Gate-type map:
Scale bar: 20 um.
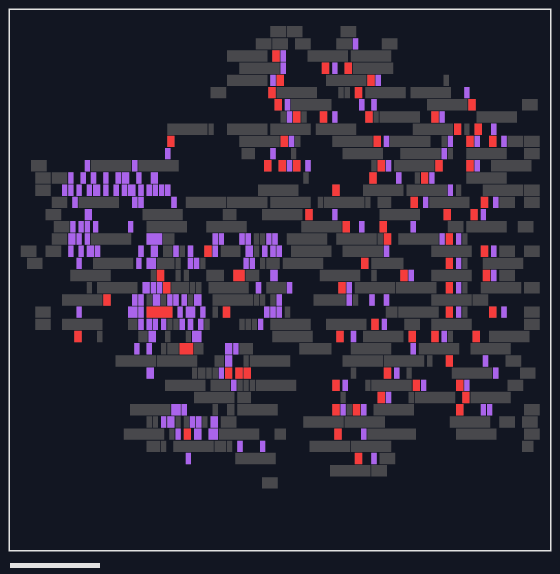
Local utilization:
12 x 12 tiles, from black (low) to pale yellow (high), 0 to 100% covered.
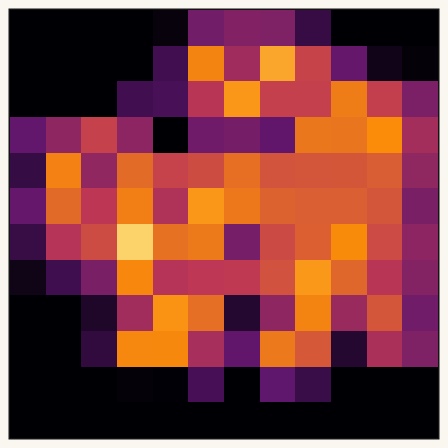
Placement view:
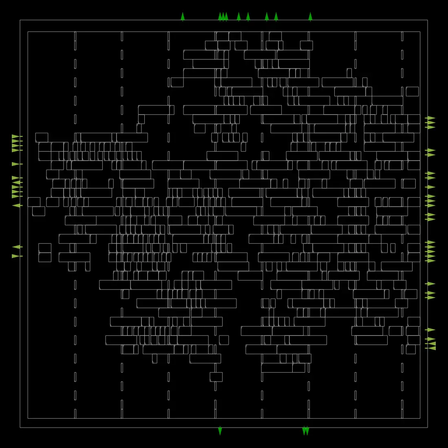
Metal 3:
Scale bar: 20 um.
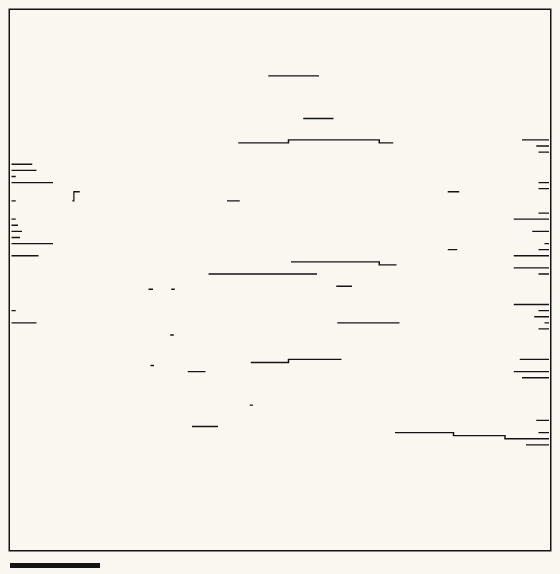
I/O nets highlighted:
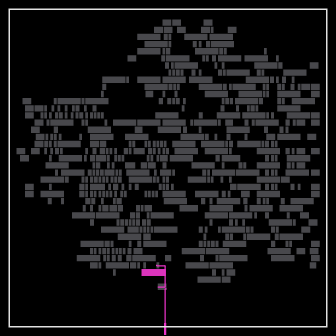
$ cat src/rtl/selector_reader.sv
// ---------------------------------------------------------------------------
// selector_reader
//   Reads one 32-bit word from an external 256x32 serial data selector.
//   A transaction shifts an 8-bit channel address out (MSB first), pulses the
//   latch line, then clocks 32 data bits back in (MSB first) and presents the
//   word on dataOut with a one-cycle dataValid pulse.
//
//   Every serial half-period is HALF_PERIOD refClock cycles, so a full
//   transaction is 8*2 + 2 + 32*2 = 82 half-periods plus one DONE cycle.
//
// Ports
//   refClock        in   system clock, rising edge
//   nReset          in   asynchronous active-low reset
//   start           in   read request, sampled only while idle
//   channel[7:0]    in   channel index, captured when start is accepted
//   busy            out  transaction in progress
//   dataValid       out  one-cycle pulse when dataOut is updated
//   dataOut[31:0]   out  last word read, held until the next completion
//   clkSelectorData out  address shift clock to the selector
//   inSelectorData  out  address serial data to the selector
//   latchInputData  out  address latch strobe to the selector
//   clkReadData     out  read-back shift clock to the selector
//   serIn           in   serial data from the selector (asynchronous)
// ---------------------------------------------------------------------------
module selector_reader #(
    parameter int HALF_PERIOD = 8
) (
    input  logic        refClock,
    input  logic        nReset,
    input  logic        start,
    input  logic [7:0]  channel,
    output logic        busy,
    output logic        dataValid,
    output logic [31:0] dataOut,
    output logic        clkSelectorData,
    output logic        inSelectorData,
    output logic        latchInputData,
    output logic        clkReadData,
    input  logic        serIn
);

    typedef enum logic [2:0] {IDLE, ADDR, LATCH, READ, DONE} state_t;

    localparam logic [7:0] HP_LAST = 8'(HALF_PERIOD - 1);

    state_t      r_state;
    logic [7:0]  r_half_cnt;
    logic        r_phase;      // 0 = first half of a bit slot, 1 = second half
    logic [4:0]  r_bit_cnt;
    logic [6:0]  r_addr;       // address bits still to be sent after the current one
    logic [31:0] r_shadow;
    logic [31:0] r_data_out;
    logic        r_busy;
    logic        r_data_valid;
    logic        r_clk_sel;
    logic        r_in_sel;
    logic        r_latch;
    logic        r_clk_rd;
    logic        r_sync1;
    logic        r_sync2;

    logic        w_half_end;

    assign w_half_end = (r_half_cnt == HP_LAST);

    always_ff @(posedge refClock or negedge nReset) begin
        if (!nReset) begin
            r_state      <= IDLE;
            r_half_cnt   <= '0;
            r_phase      <= 1'b0;
            r_bit_cnt    <= '0;
            r_addr       <= '0;
            r_shadow     <= '0;
            r_data_out   <= '0;
            r_busy       <= 1'b0;
            r_data_valid <= 1'b0;
            r_clk_sel    <= 1'b0;
            r_in_sel     <= 1'b0;
            r_latch      <= 1'b0;
            r_clk_rd     <= 1'b0;
            r_sync1      <= 1'b0;
            r_sync2      <= 1'b0;
        end else begin
            r_sync1      <= serIn;
            r_sync2      <= r_sync1;
            r_data_valid <= 1'b0;

            // The half-period counter only runs in the three serial states.
            if (r_state == ADDR || r_state == LATCH || r_state == READ) begin
                r_half_cnt <= w_half_end ? 8'd0 : r_half_cnt + 8'd1;
            end

            case (r_state)
                IDLE: begin
                    if (start) begin
                        r_state   <= ADDR;
                        r_busy    <= 1'b1;
                        r_in_sel  <= channel[7];
                        r_addr    <= channel[6:0];
                        r_clk_sel <= 1'b0;
                        r_half_cnt <= '0;
                        r_phase   <= 1'b0;
                        r_bit_cnt <= '0;
                    end
                end

                ADDR: begin
                    if (w_half_end) begin
                        if (!r_phase) begin
                            r_phase   <= 1'b1;
                            r_clk_sel <= 1'b1;
                        end else begin
                            r_phase   <= 1'b0;
                            r_clk_sel <= 1'b0;
                            if (r_bit_cnt == 5'd7) begin
                                r_bit_cnt <= '0;
                                r_in_sel  <= 1'b0;
                                r_latch   <= 1'b1;
                                r_state   <= LATCH;
                            end else begin
                                r_bit_cnt <= r_bit_cnt + 5'd1;
                                r_in_sel  <= r_addr[6];
                                r_addr    <= {r_addr[5:0], 1'b0};
                            end
                        end
                    end
                end

                LATCH: begin
                    if (w_half_end) begin
                        if (!r_phase) begin
                            r_phase <= 1'b1;
                            r_latch <= 1'b0;
                        end else begin
                            r_phase   <= 1'b0;
                            r_clk_rd  <= 1'b1;
                            r_bit_cnt <= '0;
                            r_state   <= READ;
                        end
                    end
                end

                READ: begin
                    if (w_half_end) begin
                        if (!r_phase) begin
                            // Last cycle of the high phase: take the settled bit.
                            r_phase  <= 1'b1;
                            r_clk_rd <= 1'b0;
                            r_shadow <= {r_shadow[30:0], r_sync2};
                        end else begin
                            r_phase <= 1'b0;
                            if (r_bit_cnt == 5'd31) begin
                                r_bit_cnt <= '0;
                                r_state   <= DONE;
                            end else begin
                                r_bit_cnt <= r_bit_cnt + 5'd1;
                                r_clk_rd  <= 1'b1;
                            end
                        end
                    end
                end

                DONE: begin
                    r_data_out   <= r_shadow;
                    r_data_valid <= 1'b1;
                    r_busy       <= 1'b0;
                    r_state      <= IDLE;
                end

                default: r_state <= IDLE;
            endcase
        end
    end

    assign busy            = r_busy;
    assign dataValid       = r_data_valid;
    assign dataOut         = r_data_out;
    assign clkSelectorData = r_clk_sel;
    assign inSelectorData  = r_in_sel;
    assign latchInputData  = r_latch;
    assign clkReadData     = r_clk_rd;

endmodule

$ cat config.mk
export PLATFORM = sky130hd
export DESIGN_NAME = selector_reader
export DESIGN_NICKNAME = d
export VERILOG_FILES = /design/src/rtl/selector_reader.sv
export SDC_FILE = /design/constraint.sdc
export NUM_CORES = 1
export LEC_CHECK = 0
export ABC_AREA = 1
export CORE_MARGIN = 2
export CORE_UTILIZATION = 30
export CTS_BUF_LIST = sky130_fd_sc_hd__clkbuf_4 sky130_fd_sc_hd__clkbuf_8 sky130_fd_sc_hd__clkbuf_16
export DETAILED_ROUTE_END_ITERATION = 10
export GPL_ROUTABILITY_DRIVEN = 1
export GPL_TIMING_DRIVEN = 1
export SLEW_MARGIN = 20
export SYNTH_ARGS = -nofsm -noshare
export SYNTH_HDL_FRONTEND = slang
export SYNTH_SLANG_ARGS = --single-unit
export TNS_END_PERCENT = 50
$ cat constraint.sdc
create_clock -name refClock -period 2.16 [get_ports refClock]
set_input_delay 0.324 -clock refClock [delete_from_list [all_inputs] [get_ports refClock]]
set_output_delay 0.324 -clock refClock [all_outputs]
set_load 0.01 [all_outputs]
==> reports/metrics.sh <==
OUTCOME='complete, no violations'
TOP_USAGE_LAYER='met2'
GRT_PASS1_WL_UM=14400
WORSTHOLDPATHCELLS=0
AREA_FRACTION_OF_CLOCK_BUFFERS_AND_CLOCK_INVERTERS=0.0605
ANTENNADIODECOUNT=0
POST_CTS_RESIZE_COUNT=0
HOLDCRITPATHCLASS='flop to flop'
SEQ-POWER_uW=2170
CTS_TREE='yes'
DP.FINAL_HPWL_UM=5690
ROUTED-WL-MET3_UM=332
CLKSINKCOUNT=96
POST_CTS.REPAIR.SETUP_BUFFERS=0
FIN_WORST_SKEW_PS=7.62
TOTALNEGATIVESETUPSLACK_PS=0
SYNTH-XOR-AREA-SHARE=0.00862
MAXUSEDROUTINGLAYER='met4'
LOGIC_AREA_UM2=1390
WORSTPATHREQUIRED_PS=2390
HOLDCRITSTARTPOINT='r_sync1$_DFF_PN0_'
WORST_SETUP_PATH_END_KIND='flop'
SYNTH_AREA_UM2=4070
SYNTHESIS.AREA_PER_INSTANCE_UM2=8.63
POWER_LEAKAGE_uW=0.00232
MAX_SLEW.WORST_PIN.SLEW_PS=568
SHARE_SEQ_OF_TOTAL_POWER=0.415
P_COMB_uW=1410
NUMBER_OF_MULTI_INPUT_COMBINATIONAL_CELLS_IN_THE_LAYOUT=304
POST_SYNTH_AND_OR_NAND_NOR_AREA_FRACTION=0.222
GRT_MAX_DEGREE=53
NONCLOCKINVERTERCOUNT=55
WORST-PATH-STAGES=8
LARGESTCLASSBYAREA='registers'
CRIT_PATH_TOP_DELAY_CELL='sky130_fd_sc_hd__dfrtp_1'
HTREE_NUM_LEVELS=3
DETAIL_ROUTE.FIRST_PASS.ITERATIONS=4
AVGVIACOUNTPERCELL=4.42
DIE_BOUNDARY_HEIGHT_UM=120
CP.ARRIVAL_PS=1970
MUX_SHARE=0
WL_MET2_UM=3410
CLOCK.FMAX_GHz=0.576
MET1_USAGE=0.173
POWER.GROUP.TOP='sequential cells'
MAX_STAGE_DELAY_PS=380
HORIZONTAL_EXTENT_OF_THE_DIE_UM=120
TIMING.FINAL.MAX_SLEW_VIOLATIONS=0
POST_SYNTH_INST_COUNT=471
SYNTHADDERAREAFRAC=0.00923
RR_WORST_DEPTH=8
TIMING.MAX_CAP.VIOLATIONS=0
TIMING.CRITICAL_PATH.FROM_TYPE='flop'
POST_LAYOUT_NET_COUNT=537
CLK_ROOT_BUFFER_CELL='sky130_fd_sc_hd__clkbuf_16'
RR_STARTPOINT='r_half_cnt[0]$_DFF_PN0_'
FINAL_ANTENNA_NET_COUNT=0
CLK_LATENCY_PS=340
CRITICAL_PATH.CELL_CHAIN='ha_1, nand3_1, nor2_2, nand2_1, nand2_1, nand3_2, nand2_1, nand2_1'
WORST-SETUP-PATH-TYPE='flop to flop'
SYNTH.COMB.LARGEST_FAMILY='simple AND/OR/NAND/NOR gates'
GR-USAGE-MET2=0.183
DIE-AREA_UM2=14500
YOSYS.AREA_SHARE.AOI=0.102
## Picture notes: 'gate-type map'
colour	family	cells
purple	NAND gates	184
red	inverting AOI/OAI gates	77
most frequent logic cell in the layout: sky130_fd_sc_hd__nand2_1
multi-input gate share of total cell area: 0.272

## Picture notes: 'local utilization'
nearly empty tiles	28%
emptiest ninth of the die	lower left
mean over tiles	34%
tiles over 75% full	4.2%
starting utilization of the core area: 0.307
Core Box Area: 13200 um^2
post-layout utilization of the core: 0.386

## Picture notes: 'placement view'
sequential cell count of the final layout: 96
count of non-filler cells in the finished layout: 703
well-tap cell count: 176
count of filler cells inserted in the layout: 1329
sequential portion of the cell area: 0.470

## Picture notes: 'metal 3'
wire length on this layer	333 um
main direction	horizontal
via count: 3106
total wire length: 8040 um
met3 usage: 0.0269

## Picture notes: 'I/O nets highlighted'
colour	port	bits	direction	edge	end cells	buffers	wire
magenta	`busy`	1	output	bottom	1	1	28.7 um
Port-buffer cells: 49
number of top-level pins: 50

## cell usage after synthesis
cell type	number	area share
sky130_fd_sc_hd__clkbuf_1	8	0.0074
sky130_fd_sc_hd__a21oi_2	1	0.0022
sky130_fd_sc_hd__o211a_1	1	0.0025
sky130_fd_sc_hd__a21oi_1	8	0.0098
sky130_fd_sc_hd__nor3_1	2	0.0025
sky130_fd_sc_hd__nand4_1	4	0.0062
sky130_fd_sc_hd__xor2_1	3	0.0065
sky130_fd_sc_hd__nor3b_1	1	0.0018
sky130_fd_sc_hd__o21ai_1	23	0.028
sky130_fd_sc_hd__nand3_1	20	0.025
sky130_fd_sc_hd__a211oi_1	1	0.0018
sky130_fd_sc_hd__nor2_2	3	0.0046
sky130_fd_sc_hd__nand3_2	1	0.0025
sky130_fd_sc_hd__xnor2_1	1	0.0022
sky130_fd_sc_hd__buf_2	8	0.0098
sky130_fd_sc_hd__inv_1	50	0.046
sky130_fd_sc_hd__dfrtp_1	96	0.59
sky130_fd_sc_hd__inv_2	5	0.0046
sky130_fd_sc_hd__nand2_2	2	0.0031
sky130_fd_sc_hd__nand2_1	157	0.14
sky130_fd_sc_hd__a21oi_4	1	0.0040
sky130_fd_sc_hd__nor2_4	2	0.0055
sky130_fd_sc_hd__or2_0	1	0.0015
sky130_fd_sc_hd__o21ai_0	43	0.053
sky130_fd_sc_hd__nor2_1	25	0.023
sky130_fd_sc_hd__ha_1	3	0.0092
sky130_fd_sc_hd__or2_2	1	0.0015
## stage by stage
stage               setup slack [ps]  instances  power (uW)  instance area (um^2)
global placement                 442        686        3580                  4790
global route                     171        703        5580                  5110
floorplan                        659        471        3160                  4070
CTS                              424        703        5280                  5110
finish                           425        703        5220                  5110
detailed placement               424        686        3610                  4790
Power figures rest on the tool's default switching activity, not on a simulated workload.
